Fig. 1: routing congestion
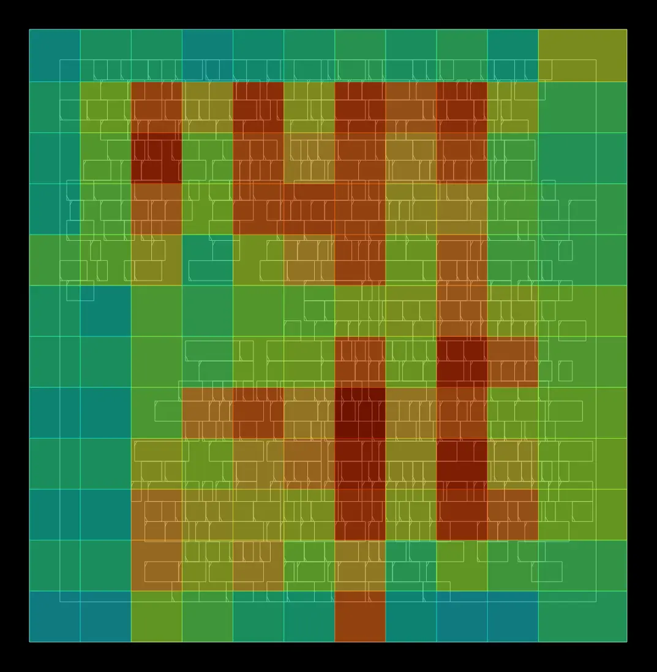
Fig. 2: routed clock nets over the placement
Drawn at 6 px/µm.
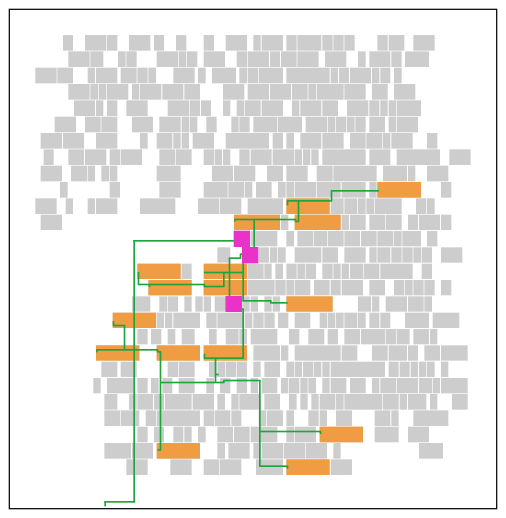
Fig. 3: cell classes on the final placement
Drawn at 6 px/µm. Fill, decap, tap and diode cells in gray.
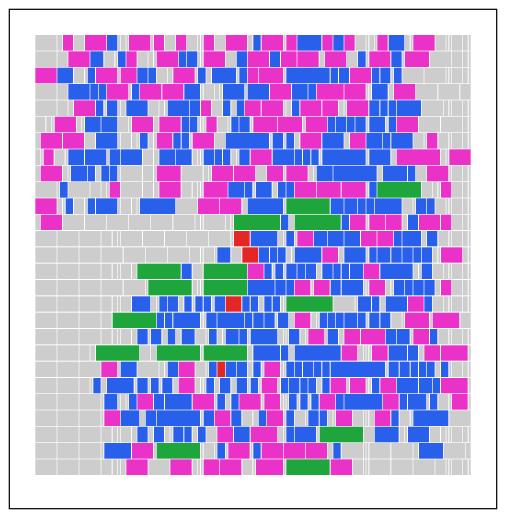
Fig. 4: PDN straps and rails
Drawn at 4 px/µm. Pins as bars on the die edge.
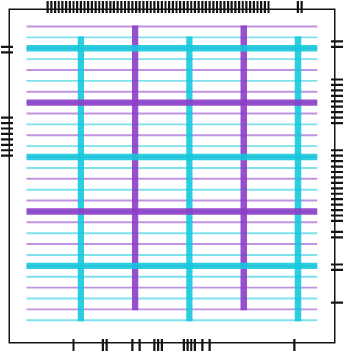
Fig. 5: where the registers sit
Drawn at 6 px/µm.
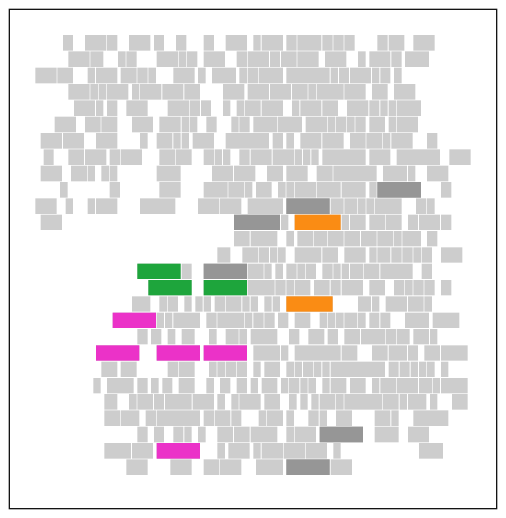
<file path="config.mk">
export PLATFORM = sky130hd
export DESIGN_NAME = fifo_access_sched
export DESIGN_NICKNAME = d
export VERILOG_FILES = /design/src/rtl/fifo_pkg.sv /design/src/rtl/rr_arbiter.sv /design/src/rtl/fifo_access_sched.sv
export SDC_FILE = /design/constraint.sdc
export NUM_CORES = 1
export LEC_CHECK = 0
export ABC_AREA = 1
export CAP_MARGIN = 10
export CORE_AREA = 4 4 77 79
export CTS_BUF_LIST = sky130_fd_sc_hd__clkbuf_4
export DETAILED_ROUTE_END_ITERATION = 16
export DIE_AREA = 0 0 81 83
export PLACE_DENSITY = 0.82
export SETUP_SLACK_MARGIN = 0.05
export SKIP_CTS_REPAIR_TIMING = 1
export SLEW_MARGIN = 10
export SYNTH_ARGS = -nofsm -noshare
export SYNTH_HDL_FRONTEND = slang
export SYNTH_SLANG_ARGS = --single-unit
</file>
<file path="constraint.sdc">
create_clock -name clk -period 2.6 [get_ports clk]
set_input_delay 0.52 -clock clk [delete_from_list [all_inputs] [get_ports clk]]
set_output_delay 0.52 -clock clk [all_outputs]
set_load 0.005 [all_outputs]
</file>
<file path="src/rtl/fifo_pkg.sv">
`default_nettype none
// ============================================================================
// Module      : fifo_pkg
// Description : Shared widths and scheduler enums for the byte-packed FIFO.
// Revision    : 1.0 - initial release
// ============================================================================
package fifo_pkg;

    localparam int DATA_W      = 16;
    localparam int DEPTH_WORDS = 16;

    typedef enum logic [1:0] {
        IDLE     = 2'd0,
        WR_BURST = 2'd1,
        RD_BURST = 2'd2
    } sched_state_t;

    typedef enum logic {
        RD = 1'b0,
        WR = 1'b1
    } dir_t;

endpackage
`default_nettype wire

</file>
<file path="src/rtl/rr_arbiter.sv">
`default_nettype none
// ============================================================================
// Module      : rr_arbiter
// Description : Combinational round-robin pick, searching from ptr+1 upward.
// Revision    : 1.0 - initial release
// ============================================================================
module rr_arbiter
#(
    parameter int NUM_WR = 3,
    parameter int ID_W   = (NUM_WR > 1) ? $clog2(NUM_WR) : 1
) (
    input  logic [NUM_WR-1:0] req,
    input  logic [ID_W-1:0]   ptr,
    output logic [NUM_WR-1:0] gnt,
    output logic [ID_W-1:0]   idx,
    output logic              any
);
    import fifo_pkg::*;

    logic [ID_W-1:0] w_cand;
    logic            w_found;

    assign any = |req;

    always_comb begin
        gnt     = '0;
        idx     = '0;
        w_cand  = '0;
        w_found = 1'b0;
        for (int i = 1; i <= NUM_WR; i++) begin
            w_cand = ID_W'((int'(ptr) + i) % NUM_WR);
            if (!w_found && req[w_cand]) begin
                w_found     = 1'b1;
                gnt[w_cand] = 1'b1;
                idx         = w_cand;
            end
        end
    end

endmodule
`default_nettype wire

</file>
<file path="src/rtl/fifo_access_sched.sv">
`default_nettype none
// ============================================================================
// Module      : fifo_access_sched
// Description : Burst-limited write/read scheduler with exact FIFO occupancy.
// Revision    : 1.0 - initial release
// ============================================================================
module fifo_access_sched
#(
    parameter int NUM_WR      = 3,
    parameter int DATA_W      = fifo_pkg::DATA_W,
    parameter int DEPTH_WORDS = fifo_pkg::DEPTH_WORDS,
    parameter int MAX_BURST   = 4
) (
    input  logic                             clk,
    input  logic                             rst,
    input  logic [NUM_WR-1:0]                wr_req,
    input  logic [NUM_WR*DATA_W-1:0]         wr_data,
    output logic [NUM_WR-1:0]                wr_ack,
    input  logic                             rd_req,
    output logic                             rd_ack,
    output logic [DATA_W-1:0]                rd_data,
    output logic                             rd_data_vld,
    output logic                             fifo_wr_en,
    output logic                             fifo_rd_en,
    output logic [DATA_W-1:0]                fifo_data_in,
    input  logic [DATA_W-1:0]                fifo_data_out,
    output logic [$clog2(DEPTH_WORDS+1)-1:0] occupancy,
    output logic                             full,
    output logic                             empty,
    output logic [$clog2(NUM_WR)-1:0]        grant_id
);
    import fifo_pkg::*;

    localparam int ID_W   = (NUM_WR > 1) ? $clog2(NUM_WR) : 1;
    localparam int OCC_W  = $clog2(DEPTH_WORDS + 1);
    localparam int BEAT_W = $clog2(MAX_BURST + 1);

    sched_state_t      r_state, w_state_nxt;
    dir_t              r_last_dir, w_last_dir_nxt;
    logic [OCC_W-1:0]  r_occ;
    logic [BEAT_W-1:0] r_beats, w_beats_nxt, w_beat_inc;
    logic [ID_W-1:0]   r_rr_ptr, r_grant_id;
    logic              r_rd_vld;

    logic [NUM_WR-1:0] w_arb_gnt, w_ack_vec;
    logic [ID_W-1:0]   w_arb_idx, w_sel;
    logic              w_arb_any, w_wr_ok, w_rd_ok, w_full, w_empty;
    logic              w_do_wr, w_do_rd, w_take_grant;
    logic [DATA_W-1:0] w_wr_words [NUM_WR];

    generate
        for (genvar g = 0; g < NUM_WR; g++) begin : g_unpack
            assign w_wr_words[g] = wr_data[g*DATA_W +: DATA_W];
        end
    endgenerate

    rr_arbiter #(.NUM_WR(NUM_WR), .ID_W(ID_W)) u_arb (
        .req (wr_req),
        .ptr (r_rr_ptr),
        .gnt (w_arb_gnt),
        .idx (w_arb_idx),
        .any (w_arb_any)
    );

    assign w_full     = (r_occ == OCC_W'(DEPTH_WORDS));
    assign w_empty    = (r_occ == '0);
    assign w_wr_ok    = w_arb_any && !w_full;
    assign w_rd_ok    = rd_req && !w_empty;
    assign w_beat_inc = r_beats + 1'b1;

    // Nothing is issued while rst is high, so the reset edge never races a transfer.
    always_comb begin
        w_state_nxt    = r_state;
        w_beats_nxt    = r_beats;
        w_last_dir_nxt = r_last_dir;
        w_do_wr        = 1'b0;
        w_do_rd        = 1'b0;
        w_take_grant   = 1'b0;
        w_ack_vec      = '0;
        if (!rst) begin
            unique case (r_state)
                IDLE: begin
                    if (w_wr_ok && (!w_rd_ok || r_last_dir == RD)) begin
                        w_do_wr        = 1'b1;
                        w_take_grant   = 1'b1;
                        w_ack_vec      = w_arb_gnt;
                        w_beats_nxt    = BEAT_W'(1);
                        w_state_nxt    = (MAX_BURST == 1) ? IDLE : WR_BURST;
                        w_last_dir_nxt = WR;
                    end else if (w_rd_ok) begin
                        w_do_rd        = 1'b1;
                        w_beats_nxt    = BEAT_W'(1);
                        w_state_nxt    = (MAX_BURST == 1) ? IDLE : RD_BURST;
                        w_last_dir_nxt = RD;
                    end
                end
                WR_BURST: begin
                    if (wr_req[r_grant_id] && !w_full) begin
                        w_do_wr               = 1'b1;
                        w_ack_vec[r_grant_id] = 1'b1;
                        w_beats_nxt           = w_beat_inc;
                        if (w_beat_inc == BEAT_W'(MAX_BURST)) w_state_nxt = IDLE;
                    end else begin
                        w_state_nxt = IDLE;
                    end
                end
                RD_BURST: begin
                    if (rd_req && !w_empty) begin
                        w_do_rd     = 1'b1;
                        w_beats_nxt = w_beat_inc;
                        if (w_beat_inc == BEAT_W'(MAX_BURST)) w_state_nxt = IDLE;
                    end else begin
                        w_state_nxt = IDLE;
                    end
                end
                default: w_state_nxt = IDLE;
            endcase
        end
    end

    always_ff @(posedge clk) begin
        if (rst) begin
            r_state    <= IDLE;
            r_occ      <= '0;
            r_beats    <= '0;
            r_rr_ptr   <= ID_W'(NUM_WR - 1);
            r_last_dir <= RD;
            r_grant_id <= '0;
            r_rd_vld   <= 1'b0;
        end else begin
            r_state    <= w_state_nxt;
            r_beats    <= w_beats_nxt;
            r_last_dir <= w_last_dir_nxt;
            r_rd_vld   <= w_do_rd;
            if (w_take_grant) begin
                r_rr_ptr   <= w_arb_idx;
                r_grant_id <= w_arb_idx;
            end
            if (w_do_wr)      r_occ <= r_occ + 1'b1;
            else if (w_do_rd) r_occ <= r_occ - 1'b1;
        end
    end

    assign w_sel        = w_take_grant ? w_arb_idx : r_grant_id;
    assign wr_ack       = w_ack_vec;
    assign fifo_wr_en   = w_do_wr;
    assign fifo_data_in = w_wr_words[w_sel];
    assign rd_ack       = w_do_rd;
    assign fifo_rd_en   = w_do_rd;
    assign rd_data      = fifo_data_out;
    assign rd_data_vld  = r_rd_vld;
    assign occupancy    = r_occ;
    assign full         = w_full;
    assign empty        = w_empty;
    assign grant_id     = r_grant_id;

endmodule
`default_nettype wire
</file>
==> impl_metrics.yaml <==
# synthesis and place-and-route metrics
placement:
  placed_area_mm2: 0.003047
  io_buffers: 85
  gp_congestion: 0.8672
  dp_cells: 491
  dp_hpwl_um: 5024
  post-place-ws_ps: -682.0
sta:
  tightest_slew_ps: 303.8
  maxSlewViolCount: 0
  period_used_pct: 112.1
  finalSetupViolations: 18
  timing.final.hold_violations: 0
  fmax_mhz: 343.1
  timing.hold.ws_ps: 463.7
  slew_headroom_pct: 79.68
  finalWorstSetupSlack_ps: -314.8
synth:
  ys_cells: 320
  ys_seq_share_pct: 16.05
  yosys-top-cells-area: "dfxtp_1 16%, nand3_1 15%, nand2_1 12%, inv_1 9.0%, ha_1 8.2%"
  syn-cell-area_mm2: 0.001996
  ys.flop_type: "dfxtp_1"
  syn-num-nets: 404
  ys_area_mm2: 0.001996
  ys_types: 33
  most_common_cell: "nand2_1"
  async_flop_share_pct: 0
  yosysTopAreaCell: "dfxtp_1"
  synth-edff-count: 0
  ys_top_cells_by_count: "64 x nand2_1, 58 x nand3_1, 48 x inv_1"
  yosysTopAreaCellShare_pct: 16.05
floorplan:
  die_area_mm2: 0.006723
  io_pins: 118
detailed_routing:
  wl_met2_um: 3895
  drtIter0Drc: 105
  drc: 0
  routed_wl_um: 7239
  met1_length_um: 2868
  top_layer: "met4"
  wl_met3_um: 291
  drt.antenna.violating_nets: 0
final_layout:
  largest_reg_flops: 5
  areaGrowthSynthToFinish_pct: 71.79
  stdcell_count: 518
  inverters: 56
  drive_above_1_share_pct: 30.49
  largest_cell_class: "combinational gates"
  final_nets: 531
  logic_area_mm2: 0.001479
  logic_gate_count: 227
  clock_area_share_pct: 0.7664
  sh_comb_area_pct: 43.14
  clock_buffers: 3
critical_path:
  cp-end-kind: "primary output"
  cp_max_fo: 6
  cp.required_ps: 2080
  crit_start: "r_rr_ptr[0]"
  startpoint_type: "register"
  cp.arrival_ps: 2390
  path_class: "register to primary output"
worst_hold_path:
  min_path_type: "register to register"
clock_network:
  root_buffer: "clkbuf_4"
  cts.sinks: 16
  htreeDepth: 1
  cts_max_path_buffers: 2
  tritoncts: "built"
global_route:
  grt_pass1_vias: 2294
  overflow: 0
  antenna_found_initial: 0
  grt-busiest-layer: "met2"
power:
  total_power_uw: 4052
  p_leak_uw: 0.001779
  p_per_area_mw_per_mm2: 1182
flow_run:
  cap_violations: 0
  warning_count: 33
status:
  status: "finished with violations"
  violations: "setup timing"
Back to the opening pictures, Fig. 1:
met3 Use GR: 1.518%
GRT Overall Usage: 18.06%
M1 GR Usage: 21.46%
drt wl/cell: 13.97 µm
met2 Use GR: 33.46%

Back to the opening pictures, Fig. 2:
[cells driving clock nets] magenta | count: 3
[clock wires] green | length: 261 µm
[flip-flops] orange | count: 16
routed clock nets: 4
clock skew: 8.159 ps
P_clk: 139 µW
Clk pwr share: 3.4%
clk_lat worst skew: 280 ps

Back to the opening pictures, Fig. 3:
| class | color | cells |
|---|---|---|
| clock drivers and dummy loads | red | 4 |
| flip-flops | green | 16 |
| all other logic | blue | 283 |
| other buffers and delay cells | magenta | 143 |
Rows: 27
utilization after layout: 64.23%
core area: 0.005338 mm²
Finished Cell Area: 0.003428 mm²
Seq area share: 9.453%

Back to the opening pictures, Fig. 4:
| net | color |
|---|---|
| VSS | cyan |
| VDD | purple |
met1 rails: 28
signal pins: 118
met5 straps: 5
rows: 27
peak supply drop: 396.2 µV
Die Ht: 83 µm
Die W: 81 µm

Back to the opening pictures, Fig. 5:
| netlist name | color | placed flops |
|---|---|---|
| `occupancy` | magenta | 5 |
| `r_beats` | green | 3 |
| `r_rr_ptr` | orange | 2 |
not colored: 6
Register Area: 324.1 µm²
Seq power: 428 µW

==> kinds of logic (layout without fill, tap and decap cells) <==
group,count (synthesis),after routing,synth area share (%)
flops,16,16,16.05
simple gates,174,177,44.07
fa+ha+maj,14,14,9.154
buf+inv,80,203,20.63
xor+xnor,2,2,0.8779
compound gates,34,34,9.217
==> path summary, 6_finish.rpt <==
kind / depth (start not counted) / endpoint / slack [ps]
max: 18 / fifo_data_in[12] / -310
min: 2 / r_beats[2] / 460
max reg2reg: 15 / occupancy[4] / 180
min reg2reg: 2 / r_beats[2] / 460
==> worst max-delay path, cell delays in order, from the launching register on <==
cell      delay (ps)
dfxtp_2          350
inv_2             60
ha_4             300
inv_4             50
nand2_4           60
nand3_2           60
nand2_2          120
buf_6            110
nand3_4           80
nand3_2           90
nand2_2           90
nand2_4          120
nand2_8           80
buf_6            150
clkinv_8          50
buf_6             90
nand3_2           70
nand2_2           70
clkbuf_2         100
==> cells in the final DEF, fill, tap and decap left out, types with 4 or more instances in the layout <==
master           count
a21oi_1             11
buf_2                8
nand3_1             43
dfxtp_1             13
nand2_4              5
buf_4               47
buf_6               10
ha_1                11
clkbuf_2            10
nand3_2             19
nand2_8              4
nand2_1             60
nand2_2              6
clkdlybuf4s50_1     61
inv_2                5
o21ai_0             11
nand3b_1            17
dlymetal6s2s_1       6
nor2_1              16
inv_1               46
==> where the power goes <==
| part | leakage [µW] | total (µW) | internal [µW] | switching, µW |
|---|---|---|---|---|
| Clock | 0.0000154 | 139 | 55.6 | 83.2 |
| Sequential | 0.000132 | 428 | 344 | 84.7 |
| Combinational | 0.00163 | 3480 | 1670 | 1820 |
| Total | 0.00178 | 4050 | 2060 | 1990 |
Power is estimated from default activity; no workload was simulated.
